`config.mk`:
```
export PLATFORM = sky130hd
export DESIGN_NAME = reg_bank_2r1w_flat
export DESIGN_NICKNAME = d
export VERILOG_FILES = /design/src/rtl/reg_bank_pkg.sv /design/src/rtl/reg_bank_2r1w_if.sv /design/src/rtl/reg_bank_rd_port.sv /design/src/rtl/reg_bank_2r1w.sv /design/src/flat_wrapper.sv
export SDC_FILE = /design/constraint.sdc
export NUM_CORES = 2
export LEC_CHECK = 0
export ABC_CLOCK_PERIOD_IN_PS = 1800
export CAP_MARGIN = 10
export CORE_MARGIN = 3
export CORE_UTILIZATION = 25
export DETAILED_ROUTE_END_ITERATION = 8
export PLACE_DENSITY = 0.53
export SLEW_MARGIN = 10
export SYNTH_ARGS = -nofsm -noshare
export SYNTH_HDL_FRONTEND = slang
export SYNTH_SLANG_ARGS = --single-unit
```
`constraint.sdc`:
```
create_clock -name clk -period 1.8 [get_ports clk]
set_input_delay 0.27 -clock clk [delete_from_list [all_inputs] [get_ports clk]]
set_output_delay 0.27 -clock clk [all_outputs]
set_load 0.02 [all_outputs]
```
`src/rtl/reg_bank_pkg.sv`:
```
// Shared constants and helpers for the two-read / one-write register bank.
package reg_bank_pkg;

    localparam int unsigned DEF_WIDTH = 32;
    localparam int unsigned DEF_DEPTH = 16;
    localparam int unsigned DEF_AW    = 4;

    // Any address at or beyond the populated depth is out of range, including
    // addresses that differ from a valid one only in unused upper bits.
    function automatic logic addr_in_range(input logic [31:0] addr, input int unsigned depth);
        return (addr < depth);
    endfunction

endpackage

```
`src/rtl/reg_bank_2r1w_if.sv`:
```
// Request/response bundle for the register bank: one write channel, two read channels.
interface reg_bank_2r1w_if #(
    parameter int unsigned WIDTH = 32,
    parameter int unsigned AW    = 4
);

    logic             wr_en;
    logic [AW-1:0]    wr_addr;
    logic [WIDTH-1:0] wr_data;
    logic             wr_err;

    logic             ra_en;
    logic [AW-1:0]    ra_addr;
    logic [WIDTH-1:0] ra_data;
    logic             ra_valid;
    logic             ra_err;

    logic             rb_en;
    logic [AW-1:0]    rb_addr;
    logic [WIDTH-1:0] rb_data;
    logic             rb_valid;
    logic             rb_err;

    modport master (
        output wr_en, wr_addr, wr_data,
        output ra_en, ra_addr,
        output rb_en, rb_addr,
        input  wr_err,
        input  ra_data, ra_valid, ra_err,
        input  rb_data, rb_valid, rb_err
    );

    modport slave (
        input  wr_en, wr_addr, wr_data,
        input  ra_en, ra_addr,
        input  rb_en, rb_addr,
        output wr_err,
        output ra_data, ra_valid, ra_err,
        output rb_data, rb_valid, rb_err
    );

endinterface

```
`src/rtl/reg_bank_rd_port.sv`:
```
// One registered read port: address decode, range check, write-first bypass, output stage.
module reg_bank_rd_port
    import reg_bank_pkg::*;
#(
    parameter int unsigned WIDTH = DEF_WIDTH,
    parameter int unsigned DEPTH = DEF_DEPTH,
    parameter int unsigned AW    = DEF_AW
) (
    input  logic             clk,
    input  logic             reset,
    input  logic             en,
    input  logic [AW-1:0]    addr,
    input  logic [WIDTH-1:0] regs [0:DEPTH-1],
    input  logic             wr_ok,
    input  logic [AW-1:0]    wr_addr,
    input  logic [WIDTH-1:0] wr_data,
    output logic [WIDTH-1:0] data,
    output logic             valid,
    output logic             err
);

    logic             addr_ok_c;
    logic [WIDTH-1:0] word_c;

    // Select the stored word, then let an in-flight write to the same slot win.
    always_comb begin
        addr_ok_c = addr_in_range(32'(addr), DEPTH);
        word_c    = '0;
        for (int unsigned i = 0; i < DEPTH; i++) begin
            if (addr == AW'(i)) begin
                word_c = regs[i];
            end
        end
        if (wr_ok && (wr_addr == addr)) begin
            word_c = wr_data;
        end
        if (!addr_ok_c) begin
            word_c = '0;
        end
    end

    always_ff @(posedge clk) begin
        if (reset) begin
            data  <= '0;
            valid <= 1'b0;
            err   <= 1'b0;
        end else begin
            valid <= en;
            err   <= en && !addr_ok_c;
            if (en) begin
                data <= word_c;
            end
        end
    end

endmodule

```
`src/rtl/reg_bank_2r1w.sv`:
```
// Flip-flop register bank with one write port and two independent 1-cycle read ports.
module reg_bank_2r1w
    import reg_bank_pkg::*;
#(
    parameter int unsigned WIDTH = DEF_WIDTH,
    parameter int unsigned DEPTH = DEF_DEPTH,
    parameter int unsigned AW    = DEF_AW
) (
    input  logic           clk,
    input  logic           reset,
    reg_bank_2r1w_if.slave bus
);

    logic [WIDTH-1:0] regs [0:DEPTH-1];
    logic             wr_ok_c;
    logic             wr_bad_c;

    always_comb begin
        wr_ok_c  = bus.wr_en &&  addr_in_range(32'(bus.wr_addr), DEPTH);
        wr_bad_c = bus.wr_en && !addr_in_range(32'(bus.wr_addr), DEPTH);
    end

    // Storage and write-error flag; reset wins over any same-cycle write.
    always_ff @(posedge clk) begin
        if (reset) begin
            for (int unsigned i = 0; i < DEPTH; i++) begin
                regs[i] <= '0;
            end
            bus.wr_err <= 1'b0;
        end else begin
            for (int unsigned i = 0; i < DEPTH; i++) begin
                if (wr_ok_c && (bus.wr_addr == AW'(i))) begin
                    regs[i] <= bus.wr_data;
                end
            end
            bus.wr_err <= wr_bad_c;
        end
    end

    reg_bank_rd_port #(
        .WIDTH (WIDTH),
        .DEPTH (DEPTH),
        .AW    (AW)
    ) u_rd_a (
        .clk     (clk),
        .reset   (reset),
        .en      (bus.ra_en),
        .addr    (bus.ra_addr),
        .regs    (regs),
        .wr_ok   (wr_ok_c),
        .wr_addr (bus.wr_addr),
        .wr_data (bus.wr_data),
        .data    (bus.ra_data),
        .valid   (bus.ra_valid),
        .err     (bus.ra_err)
    );

    reg_bank_rd_port #(
        .WIDTH (WIDTH),
        .DEPTH (DEPTH),
        .AW    (AW)
    ) u_rd_b (
        .clk     (clk),
        .reset   (reset),
        .en      (bus.rb_en),
        .addr    (bus.rb_addr),
        .regs    (regs),
        .wr_ok   (wr_ok_c),
        .wr_addr (bus.wr_addr),
        .wr_data (bus.wr_data),
        .data    (bus.rb_data),
        .valid   (bus.rb_valid),
        .err     (bus.rb_err)
    );

endmodule

```
`src/flat_wrapper.sv`:
```
// flat-port wrapper written by rule: the top's interface ports become plain ports
module reg_bank_2r1w_flat import reg_bank_pkg::*;
#(
    parameter int unsigned WIDTH = DEF_WIDTH,
    parameter int unsigned DEPTH = DEF_DEPTH,
    parameter int unsigned AW    = DEF_AW
)
  (clk, reset, bus_wr_en, bus_wr_addr, bus_wr_data, bus_ra_en, bus_ra_addr, bus_rb_en, bus_rb_addr, bus_wr_err, bus_ra_data, bus_ra_valid, bus_ra_err, bus_rb_data, bus_rb_valid, bus_rb_err);
  reg_bank_2r1w_if #(.WIDTH(WIDTH), .AW(AW)) bus_i ();
  input  logic clk;
  input  logic reset;
  input wire logic [$bits(bus_i.wr_en)-1:0] bus_wr_en;
  input wire logic [$bits(bus_i.wr_addr)-1:0] bus_wr_addr;
  input wire logic [$bits(bus_i.wr_data)-1:0] bus_wr_data;
  input wire logic [$bits(bus_i.ra_en)-1:0] bus_ra_en;
  input wire logic [$bits(bus_i.ra_addr)-1:0] bus_ra_addr;
  input wire logic [$bits(bus_i.rb_en)-1:0] bus_rb_en;
  input wire logic [$bits(bus_i.rb_addr)-1:0] bus_rb_addr;
  output wire logic [$bits(bus_i.wr_err)-1:0] bus_wr_err;
  output wire logic [$bits(bus_i.ra_data)-1:0] bus_ra_data;
  output wire logic [$bits(bus_i.ra_valid)-1:0] bus_ra_valid;
  output wire logic [$bits(bus_i.ra_err)-1:0] bus_ra_err;
  output wire logic [$bits(bus_i.rb_data)-1:0] bus_rb_data;
  output wire logic [$bits(bus_i.rb_valid)-1:0] bus_rb_valid;
  output wire logic [$bits(bus_i.rb_err)-1:0] bus_rb_err;
  assign bus_i.wr_en = bus_wr_en;
  assign bus_i.wr_addr = bus_wr_addr;
  assign bus_i.wr_data = bus_wr_data;
  assign bus_i.ra_en = bus_ra_en;
  assign bus_i.ra_addr = bus_ra_addr;
  assign bus_i.rb_en = bus_rb_en;
  assign bus_i.rb_addr = bus_rb_addr;
  assign bus_wr_err = bus_i.wr_err;
  assign bus_ra_data = bus_i.ra_data;
  assign bus_ra_valid = bus_i.ra_valid;
  assign bus_ra_err = bus_i.ra_err;
  assign bus_rb_data = bus_i.rb_data;
  assign bus_rb_valid = bus_i.rb_valid;
  assign bus_rb_err = bus_i.rb_err;
  reg_bank_2r1w #(.WIDTH(WIDTH), .DEPTH(DEPTH), .AW(AW)) u_core (.clk(clk), .reset(reset), .bus(bus_i));
endmodule
```
### Cell outlines without signal wires

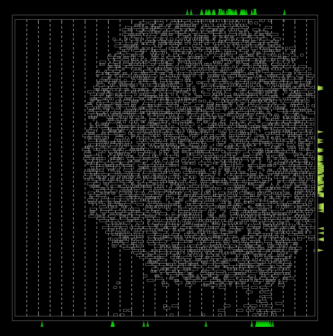
sequential share of cell area: 26.81%
Tapcells: 1637
fin cells: 6429
Row Count: 129
final core utilization: 34.73%

### Wires at chosen ports, followed through buffers

(1 px per µm)
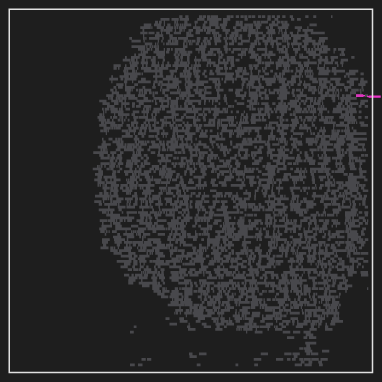
[magenta] bus_ra_valid | bits: 1 | direction: output | edge: right | end cells: 1 | buffers: 1 | wire: 5.80 µm

==> reports/qor.csv <==
metric,value,unit
global-route wire length before repair,260600,µm
fillcell total,12947,
"Chip Area, Yosys",31620,µm²
reg2reg end,u_core.u_rd_b.data[16],
# nets final,4787,
crit-path max cell delay,0.93,ns
Core Region,124600,µm²
Vias/cell,5.735,
WL/cell,29.15,µm
main flop type,dfxtp_1,
DR DRC count,0,
worst-margin pin slew,1.142,ns
CTS Sinks,578,
drt pass-1 iters,8,
Post-synth EDFFs,0,
Final Hold Viols,0,
Total Routing Usage GR,27.31,%
final worst path period need,2.477,ns
largest net degree at the start of global routing,93,
reg2reg start,u_core.regs[368],
Final HPWL DP,133100,µm
Pwr Density,788.5,nW/µm²
worst-case headroom to the max-slew limit,23.89,%
dpl ws,-1.008,ns
top cells by count,"1187 x nand2_1, 710 x a21oi_1, 578 x dfxtp_1",
Yosys reg bits,578,
Setup crit start,u_core.regs[368],
Synth top cell by count,nand2_1,
Max Clock Skew,0.02917,ns
CTS Buf Count,71,
arrival time at the worst endpoint,3.01,ns
final setup fails,11,
share of synthesized registers carrying an async set or reset,0,%
Yosys warnings,0,
Max-Cap Viols,0,
P_leak,15.87,nW
initial antenna violation count,7,
chip area,130800,µm²
area delta synth->final,36.88,%
vias in the first global route,34667,
Top-area cell share,36.60,%
fmax,403.7,MHz
unrepaired setup endpoints after global routing,true,
fp util,25.37,%
CP max-delay cell,a222oi_1,
CP startpoint kind,register,
global route total overflow,0,
CP Buf/Inv Count,1,
Critical Path End Type,register,
fin. max-slew vios,0,
Critical Path Stages,7,
Worst Hold Path EP,u_core.regs[20],
final wirelength,187400,µm
CTS tree,done,
Synth Seq Share,36.60,%
Synth Instances,4262,
outcome,"finished, violations left",
critical path class,reg -> reg,
Setup TNS Final,-1.291,ns
critical-path cell list,mux2_4 -> a221o_1 -> a222oi_1 -> buf_4 -> nor3_4 -> a211oi_2 -> o21ai_1,
Post-Syn Area,31620,µm²
worst min path class,in -> reg,
violated checks,negative setup slack,
critical path's top delay family,AND-OR/OR-AND gates,
largest area contributor in the netlist,dfxtp_1,
Min-Delay Startpoint,reset,
hold depth,3,
Final WS setup,-0.6774,ns
IO Pins,118,
Cell variety after synth,97,
Cell area leaders,"dfxtp_1 37%, nand2_1 14%, a21oi_1 11%",
Root Driver,clkbuf_16,
### I/O pins on the die edge

(1 px per µm) Pins as bars across the die edge, other pins in grey.
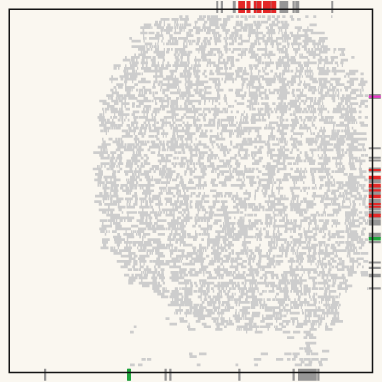
[magenta] bus_ra_valid | pins: 1 | direction: output | edge: right
[red] bus_rb_data | pins: 32 | direction: output | edge: 20 top, 12 right
[green] bus_wr_addr | pins: 4 | direction: input | edge: 2 right, 2 bottom
all pins by edge: 52 right, 39 top, 27 bottom
die height: 361.6 µm
IO buf count: 114
die x size: 361.6 µm

-- metrics by stage --
stage	instance area (µm²)	util (%)	power (mW)	hold slack, ns	std cells
after floorplan	31630	-	15.90	0.4363	4264
after global placement	39980	32.08	19.07	0.4410	6295
after detailed placement	39980	32.08	19.08	0.4496	6295
after CTS	42580	34.17	33.82	0.08781	6415
after global routing	43270	34.73	34.81	0.1041	6426
final	43280	34.73	34.13	0.09404	6429
-- report_power, final --
part	internal, mW	switching (mW)	total, mW
Combinational	2.22	3.70	5.92
Sequential	13.0	0.224	13.3
Clock	8.77	6.18	14.9
-- layer usage --
| layer | up-vias | wire length (µm) | track usage [%] |
|---|---|---|---|
| met4 | 4 | 15300 | 18.57 |
| met1 | 17871 | 71420 | 33.70 |
| li1 | 15891 | - | - |
| met2 | 2427 | 80790 | 42.19 |
| met5 | - | 18 | 0 |
| met3 | 678 | 19880 | 6.530 |
-- registers in the layout, indices dropped and copies added (netlist names) --
register,flops
u_core.regs,512
u_core.u_rd_a.data,32
u_core.u_rd_b.data,32
u_core.u_rd_b.valid,1
u_core.u_rd_a.valid,1
-- final cells by class --
type	count	area, µm²	area share, %
Clock inverter	18	234.0	0.5406
Multi-Input combinational cell	3224	18690	43.19
Tap cell	1637	2048	4.733
Inverter	22	85.08	0.1966
Clock buffer	105	2098	4.848
Sequential cell	578	11600	26.81
Timing Repair Buffer	841	8507	19.66
Antenna cell	4	10.01	0.02313
-- layout by cell type (no fill, tap or decap), drive strengths merged, types with 17 or more instances in the layout --
cell type / Yosys / routed
nand2: 1189 / 1189
buf: 172 / 734
a21oi: 710 / 710
dfxtp: 578 / 578
nor2: 236 / 236
o21ai: 191 / 191
mux2i: 116 / 116
clkbuf: 268 / 109
o22ai: 74 / 74
dlygate4sd2: 0 / 66
mux2: 60 / 60
mux4: 42 / 42
clkdlybuf4s50: 0 / 33
nand3: 33 / 33
a31oi: 31 / 31
nor3: 31 / 31
nor2b: 30 / 30
o211ai: 29 / 29
a22oi: 26 / 26
o221ai: 26 / 26
a221oi: 24 / 24
inv: 21 / 22
a21o: 21 / 21
nand2b: 20 / 20
o21a: 19 / 19
a211oi: 19 / 19
a2111oi: 17 / 17
-- what timing repair did --
action,in CTS,in global routing
pin swaps,35,55
setup buffers,0,12
endpoints found under the setup margin,106,72
resized,152,104
cloned,0,3
-- cells by family (layout without fill, tap and decap cells) --
| kind of cell | count (synthesis) | count (layout) | share of synthesized area [%] |
|---|---|---|---|
| AOI/OAI and AO/OA | 1373 | 1373 | 26.47 |
| buffers and inverters | 462 | 986 | 7.000 |
| other | 1 | 7 | 0.01186 |
| muxes | 218 | 218 | 8.825 |
| and+or+nand+nor | 1622 | 1622 | 20.87 |
| xor gates and xnor gates | 8 | 8 | 0.2216 |
| DFF | 578 | 578 | 36.60 |
-- worst reg2reg max path: stages, from the launching register on --
cell	delay, ns
dfxtp_1	0.31
mux2_4	0.26
a221o_1	0.32
a222oi_1	0.93
buf_4	0.27
nor3_4	0.05
a211oi_2	0.15
o21ai_1	0.08
No activity file was given, so power comes from the tool's default toggle rates.
